**config.mk**
```make
export PLATFORM = sky130hd
export DESIGN_NAME = muldiv_seq
export DESIGN_NICKNAME = d
export VERILOG_FILES = /design/src/rtl/muldiv_seq.sv
export SDC_FILE = /design/constraint.sdc
export NUM_CORES = 1
export LEC_CHECK = 0
export CAP_MARGIN = 20
export CORE_MARGIN = 10
export CORE_UTILIZATION = 54
export CTS_CLUSTER_SIZE = 20
export DETAILED_ROUTE_END_ITERATION = 10
export PLACE_DENSITY = 0.75
export RECOVER_POWER = 25
export SLEW_MARGIN = 20
export SYNTH_ARGS = -nofsm -noshare
export SYNTH_HDL_FRONTEND = slang
export SYNTH_SLANG_ARGS = --single-unit
```
**constraint.sdc**
```tcl
create_clock -name clk -period 3.1 [get_ports clk]
set_input_delay 0.465 -clock clk [delete_from_list [all_inputs] [get_ports clk]]
set_output_delay 0.465 -clock clk [all_outputs]
set_load 0.05 [all_outputs]
```
**src/rtl/muldiv_seq.sv**
```systemverilog
// Iterative MULT/MULTU/DIV/DIVU unit owning the HI/LO registers: radix-2 shift-add
// multiply and restoring divide, one bit per cycle. Optional macro: MULDIV_EARLY_OUT_EN.
module muldiv_seq #(
  parameter int WIDTH = 32,
  parameter int CNT_W = 6
) (
  input  logic             clk,
  input  logic             rst_n,
  input  logic             start,
  input  logic [1:0]       op,
  input  logic [WIDTH-1:0] a,
  input  logic [WIDTH-1:0] b,
  input  logic             flush,
  input  logic             hi_we,
  input  logic             lo_we,
  input  logic [WIDTH-1:0] wdata,
  output logic [WIDTH-1:0] hi,
  output logic [WIDTH-1:0] lo,
  output logic             busy,
  output logic             done,
  output logic             stall,
  output logic [1:0]       dbg_state
);

  // Handshake: start is accepted only when the unit is in IDLE (stall low or
  // rising only because of start itself); done pulses once per accepted,
  // unflushed operation on the cycle HI/LO first show the result.
  typedef enum logic [1:0] {
    S_IDLE = 2'd0,
    S_PREP = 2'd1,
    S_RUN  = 2'd2,
    S_FIX  = 2'd3
  } state_t;

  localparam logic [CNT_W-1:0] LAST = CNT_W'(WIDTH - 1);

  state_t             state, state_d;
  logic [1:0]         op_q;
  logic [WIDTH-1:0]   a_q, b_q;
  logic [WIDTH-1:0]   opnd;      // multiplicand or divisor magnitude
  logic [WIDTH-1:0]   mplier;
  logic [2*WIDTH-1:0] acc;       // product, or remainder:quotient
  logic [CNT_W-1:0]   cnt;
  logic               neg_q, rneg_q;

  logic               is_div, is_signed, early;
  logic [WIDTH-1:0]   a_mag, b_mag;
  logic [WIDTH:0]     mul_sum;
  logic [2*WIDTH-1:0] mul_next;
  logic [WIDTH:0]     div_tmp;
  logic               div_ge;
  logic [WIDTH-1:0]   div_diff;
  logic [2*WIDTH-1:0] div_next;
  logic [2*WIDTH-1:0] prod_fix;
  logic [WIDTH-1:0]   res_hi, res_lo;

  assign is_div    = op_q[1];
  assign is_signed = op_q[0];
  assign dbg_state = state;
  assign stall     = busy | (start & (state == S_IDLE));

`ifdef MULDIV_EARLY_OUT_EN
  logic [CNT_W-1:0] rem_cnt;
  assign rem_cnt = CNT_W'(WIDTH) - cnt;
  assign early   = !is_div && (mplier == '0);
`else
  assign early   = 1'b0;
`endif

  assign a_mag = (is_signed && a_q[WIDTH-1]) ? ({WIDTH{1'b0}} - a_q) : a_q;
  assign b_mag = (is_signed && b_q[WIDTH-1]) ? ({WIDTH{1'b0}} - b_q) : b_q;

  // Multiply step: conditional add into the upper half, carry shifts back in.
  assign mul_sum  = {1'b0, acc[2*WIDTH-1:WIDTH]} + {1'b0, opnd};
  assign mul_next = mplier[0] ? {mul_sum, acc[WIDTH-1:1]} : {1'b0, acc[2*WIDTH-1:1]};

  // Divide step: the shifted remainder needs WIDTH+1 bits before the trial.
  assign div_tmp  = {acc[2*WIDTH-1:WIDTH], acc[WIDTH-1]};
  assign div_ge   = (div_tmp >= {1'b0, opnd});
  assign div_diff = div_tmp[WIDTH-1:0] - opnd;
  assign div_next = div_ge ? {div_diff, acc[WIDTH-2:0], 1'b1}
                           : {div_tmp[WIDTH-1:0], acc[WIDTH-2:0], 1'b0};

  assign prod_fix = neg_q ? ({(2*WIDTH){1'b0}} - acc) : acc;

  always_comb begin
    res_hi = prod_fix[2*WIDTH-1:WIDTH];
    res_lo = prod_fix[WIDTH-1:0];
    if (is_div) begin
      if (b_q == '0) begin
        res_lo = '1;
        res_hi = a_q;
      end else begin
        res_lo = neg_q  ? ({WIDTH{1'b0}} - acc[WIDTH-1:0]) : acc[WIDTH-1:0];
        res_hi = rneg_q ? ({WIDTH{1'b0}} - acc[2*WIDTH-1:WIDTH]) : acc[2*WIDTH-1:WIDTH];
      end
    end
  end

  always_comb begin
    state_d = state;
    case (state)
      S_IDLE: if (start) state_d = S_PREP;
      S_PREP: state_d = S_RUN;
      S_RUN:  if (cnt == LAST || early) state_d = S_FIX;
      S_FIX:  state_d = S_IDLE;
      default: state_d = S_IDLE;
    endcase
    if (flush) state_d = S_IDLE;
  end

  always_ff @(posedge clk or negedge rst_n) begin
    if (!rst_n) begin
      state <= S_IDLE;
      busy  <= 1'b0;
      done  <= 1'b0;
    end else begin
      state <= state_d;
      busy  <= (state_d != S_IDLE);
      done  <= (state == S_FIX) && !flush;
    end
  end

  always_ff @(posedge clk or negedge rst_n) begin
    if (!rst_n) begin
      op_q   <= '0;
      a_q    <= '0;
      b_q    <= '0;
      opnd   <= '0;
      mplier <= '0;
      acc    <= '0;
      cnt    <= '0;
      neg_q  <= 1'b0;
      rneg_q <= 1'b0;
      hi     <= '0;
      lo     <= '0;
    end else begin
      case (state)
        S_IDLE: begin
          if (hi_we) hi <= wdata;
          if (lo_we) lo <= wdata;
          if (start && !flush) begin
            op_q <= op;
            a_q  <= a;
            b_q  <= b;
          end
        end
        S_PREP: begin
          opnd   <= is_div ? b_mag : a_mag;
          mplier <= b_mag;
          acc    <= is_div ? {{WIDTH{1'b0}}, a_mag} : '0;
          cnt    <= '0;
          neg_q  <= is_signed & (a_q[WIDTH-1] ^ b_q[WIDTH-1]);
          rneg_q <= is_signed & a_q[WIDTH-1];
        end
        S_RUN: begin
          cnt <= cnt + 1'b1;
`ifdef MULDIV_EARLY_OUT_EN
          if (early) begin
            acc <= acc >> rem_cnt;
          end else
`endif
          if (is_div) begin
            acc <= div_next;
          end else begin
            acc    <= mul_next;
            mplier <= mplier >> 1;
          end
        end
        S_FIX: begin
          if (!flush) begin
            hi <= res_hi;
            lo <= res_lo;
          end
        end
        default: ;
      endcase
    end
  end

endmodule

```
Figure 1. M1 wires.
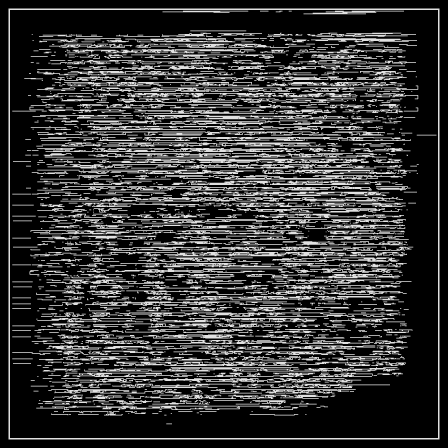
longest straight run: 69.9 microns
share of all routed wire: 40%
main direction: horizontal
nets with wire on the layer: 2705
wire length on this layer: 31.3 mm
drt total wl: 78900 microns
met1 Resource Use GR: 44.1%
vias post-DR: 20697

Figure 2. Metal 2.
Bar = 50 microns. Cells faint in the background.
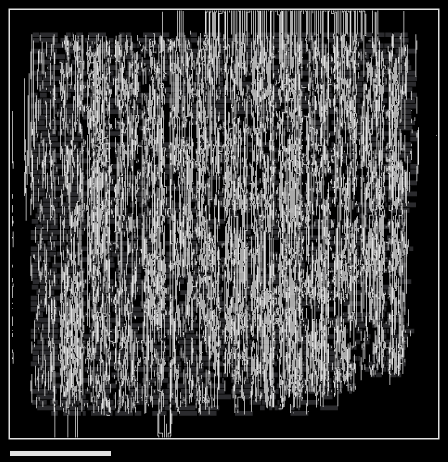
nets with wire on the layer: 2471
wire length on this layer: 35.9 mm
longest straight run: 69.7 microns
main direction: vertical
M2 GR Usage: 53.3%

Figure 3. Signal wires on met3.
Bar = 50 microns.
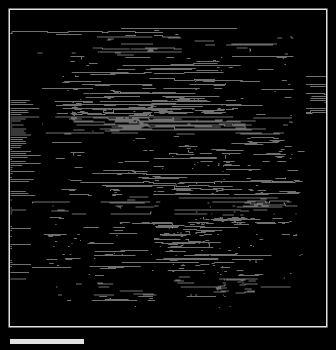
longest straight run: 120 microns
wire length on this layer: 7470 microns
nets with wire on the layer: 423
main direction: horizontal
share of all routed wire: 9.5%
met3 Use GR: 7.79%

Figure 4. Metal 4.
Cells faint in the background.
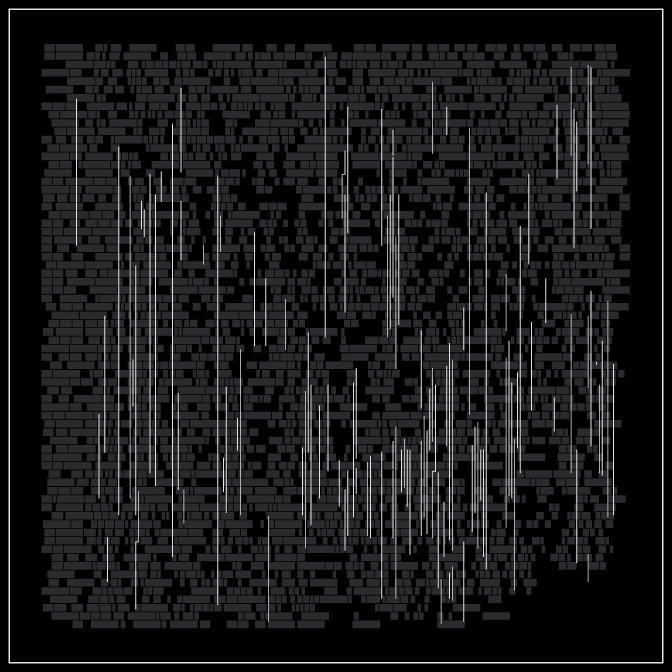
nets with wire on the layer: 100
longest straight run: 141 microns

==> impl_metrics.tcl <==
# flow metrics
set metrics [dict create \
    violations "max-capacitance violations, max-slew violations" \
    status "finished with violations" \
    grt_setup_unrepaired "yes" \
    dp.cells 3123 \
    drv_cap 1 \
    endpoint_kind "flop" \
    pg_seq_mw 6.41 \
    setup_viol 0 \
    maxSlewViolCount 69 \
    rows 70 \
    ir_drop_uv 596 \
    min_period_ns 3.07 \
    synthTopLogicFamily "AND-OR/OR-AND gates" \
    grt_max_degree 127 \
    yosysCellCount 2389 \
    fmax_ghz 0.326 \
    dieHeight_microns 212 \
    power.group.top "combinational logic" \
    h-tree-depth 2 \
    synth.most_common_cell "dfrtp_1" \
    n_antenna_cell 0 \
    switchingPower_mw 13.2 \
    seq_power_share_pct 23.4 \
    cts.root.buffer_cell "clkbuf_16" \
    nets 2888 \
    synth-edff-count 0 \
    comb-power_mw 16.8 \
    crit_required_ns 3.59 \
    cp_max_fo 4 \
    maxSlewHeadroom_pct -56.2 \
    synthSimpleGateAreaFrac_pct 15.8 \
    placed_cell_area_sq_um 23700 \
    overflow 0 \
    wl_per_cell_microns 24.6 \
    fin_util_pct 70.1 \
    layout_top_cell "dfrtp_1" \
    met3_wirelength_microns 7470 \
    xor_share_pct 8.87 \
    drt_first_pass_iters 8 \
    powerClk_mw 4.21 \
    ys_sh_mux_pct 8.57 \
    internal_power_mw 14.2 \
    ant_nets 0 \
    dp_worst_setup_slack_ns -0.331 \
    fa_ha_area_share_pct 4.78 \
    start_kind "flop" \
    grt_pass1_wl_microns 119000 \
    worstReg2RegStart "opnd[22]" \
    synthArstFlopShare_pct 100 \
    pin_count 173 \
    reg2reg_depth 13 \
    slowest_delay_ns 0.42 \
    hold_depth 2 \
    skew_ns 0.0169 \
    clk_pin_slew_worst_paths_ns 0.06 \
    critPathTopFamily "AND-OR/OR-AND gates" \
    yosys_warnings 0 \
    grtUsageTotal_pct 34.3 \
    synthFlopType "dfrtp_1" \
    ys.flops 270 \
    ys_top_cells_by_area "dfrtp_1 34%, xnor2_1 6.6%, a21oi_1 5.0%" \
    cp.buffers_inverters 3 \
    synth.distinct_cells 73 \
    ys_seq_share_pct 33.9 \
    routed.top_layer "met5" \
    setup_tns_ns 0 \
    cp_slowest_cell "dfrtp_1" \
    yosys_area_sq_um 19900 \
    antenna_found_initial 1 \
    io_buffers 172 \
    powerDensity_nw_per_um2 1070 \
    floorplan.core_util_pct 54.6 \
    first_iter_violations 2656 \
    cts.sinks 270 \
    hpwl_microns 59800 \
    syn-num-nets 2568 \
    finalCritPeriodShare_pct 99.0 \
    min-delay-start "lo[30]" \
    syn_area_sq_um 19900 \
    compound_area_share_pct 23.1 \
    hold_end "lo[30]" \
    fin_area_sq_um 25600 \
    viasPerCell 6.46 \
    clk_latency_ns 0.56 \
    instances_no_fill 3203 \
    drive_gt1_share_pct 18.9 \
    power_frac_comb_pct 61.3 \
    coreArea_sq_um 36500 \
    synth.avg_cell_area_sq_um 8.35 \
    dr_wl_met2_microns 35900 \
    p_leak_nw 11.0 \
    regToRegSetupSlack_ns 0.03 \
    cts_buffers 34 \
    layout_top_cells "262 x dfrtp_1, 253 x buf_4, 192 x nor2_1" \
    cts_tree "built" \
    worstSetupPathType "flop to flop" \
    critPathArrivalTime_ns 3.56 \
    power_switching_share_pct 48.2 \
    grt_pass1_vias 19914 \
    synth_cells 2389 \
    post-route-drc-count 0 \
    syn2layout_area_growth_pct 28.4 \
    p_clk_share_pct 15.4 \
    dieWidth_microns 212 \
    crit_chain "inv_1, ha_1, nand4_1, nor4_2, buf_4, nand4_1, a31oi_1, nor2_2, buf_4, a21oi_1, a21oi_1, o22ai_1, mux2_2" \
    worst_slack_ns 0.0314 \
    wl_met1_microns 31300 \
    place_congestion 1.04 \
    clock_path_buffers 3 \
    worstMarginPinSlew_ns 2.34 \
    finalHoldViolations 0 \
    min_path_type "flop to flop" \
    reg2reg_to "acc[0]" \
    largest_area_cell "dfrtp_1" \
    synth_top_area_share_pct 33.9 \
    netlist_top_cells_count "270 x dfrtp_1, 201 x a21oi_1, 193 x nor2_1" \
    design.die.area_sq_um 45000 \
    warning_count 34 \
]
[worst max-delay path by stage]
stage / startpoint / slack [ns] / cells after the start / end
floorplan: acc[38] / 0.02 / 12 / acc[53]
global placement: acc[18] / -0.29 / 9 / hi[20]
detailed placement: acc[18] / -0.33 / 9 / hi[18]
CTS: acc[44] / 0.01 / 9 / hi[26]
global route: b_q[1] / -0.07 / 13 / hi[29]
finish: opnd[22] / 0.03 / 13 / acc[0]
[through the flow]
stage	total power, mW	hold slack (ns)
2_1_floorplan	15.8	0.169
3_5_place_dp	22.0	0.475
6_report	27.4	0.480
3_3_place_gp	21.7	0.468
4_1_cts	26.5	0.488
5_1_grt	28.8	0.506
[cell type report]
| class | count | area, sq um |
|---|---|---|
| clock buffer | 49 | 1010 |
| sequential | 270 | 6770 |
| clock inverter | 13 | 169 |
| inverter | 99 | 372 |
| tap | 468 | 586 |
| fill | 2954 | 10900 |
| timing repair buffer | 447 | 4030 |
| multi-input combinational | 1857 | 12700 |
[timing repair]
item                                    in CTS  in global routing
pin swaps                                    9                 43
hold buffers                                 1                  0
setup buffers                                8                  8
endpoints found under the setup margin      76                106
resized                                     24                 95
cloned                                       1                  1
hold endpoints to repair                    67                  0
[state kept, by name, summed over array words and instances, names as in the netlist]
name       count
b_q           32
opnd          32
rneg_q         1
busy           1
lo            32
neg_q          1
op_q           2
acc           64
mplier        32
hi            32
cnt            6
dbg_state      2
done           1
a_q           32
[layer usage]
| layer | global-route usage [%] | vias up |
|---|---|---|
| met4 | 17.1 | 2 |
| met1 | 44.1 | 10051 |
| met3 | 7.79 | 249 |
| met2 | 53.3 | 1087 |
| li1 | - | 9308 |
| met5 | 0 | - |
Power figures rest on the tool's default switching activity, not on a simulated workload.
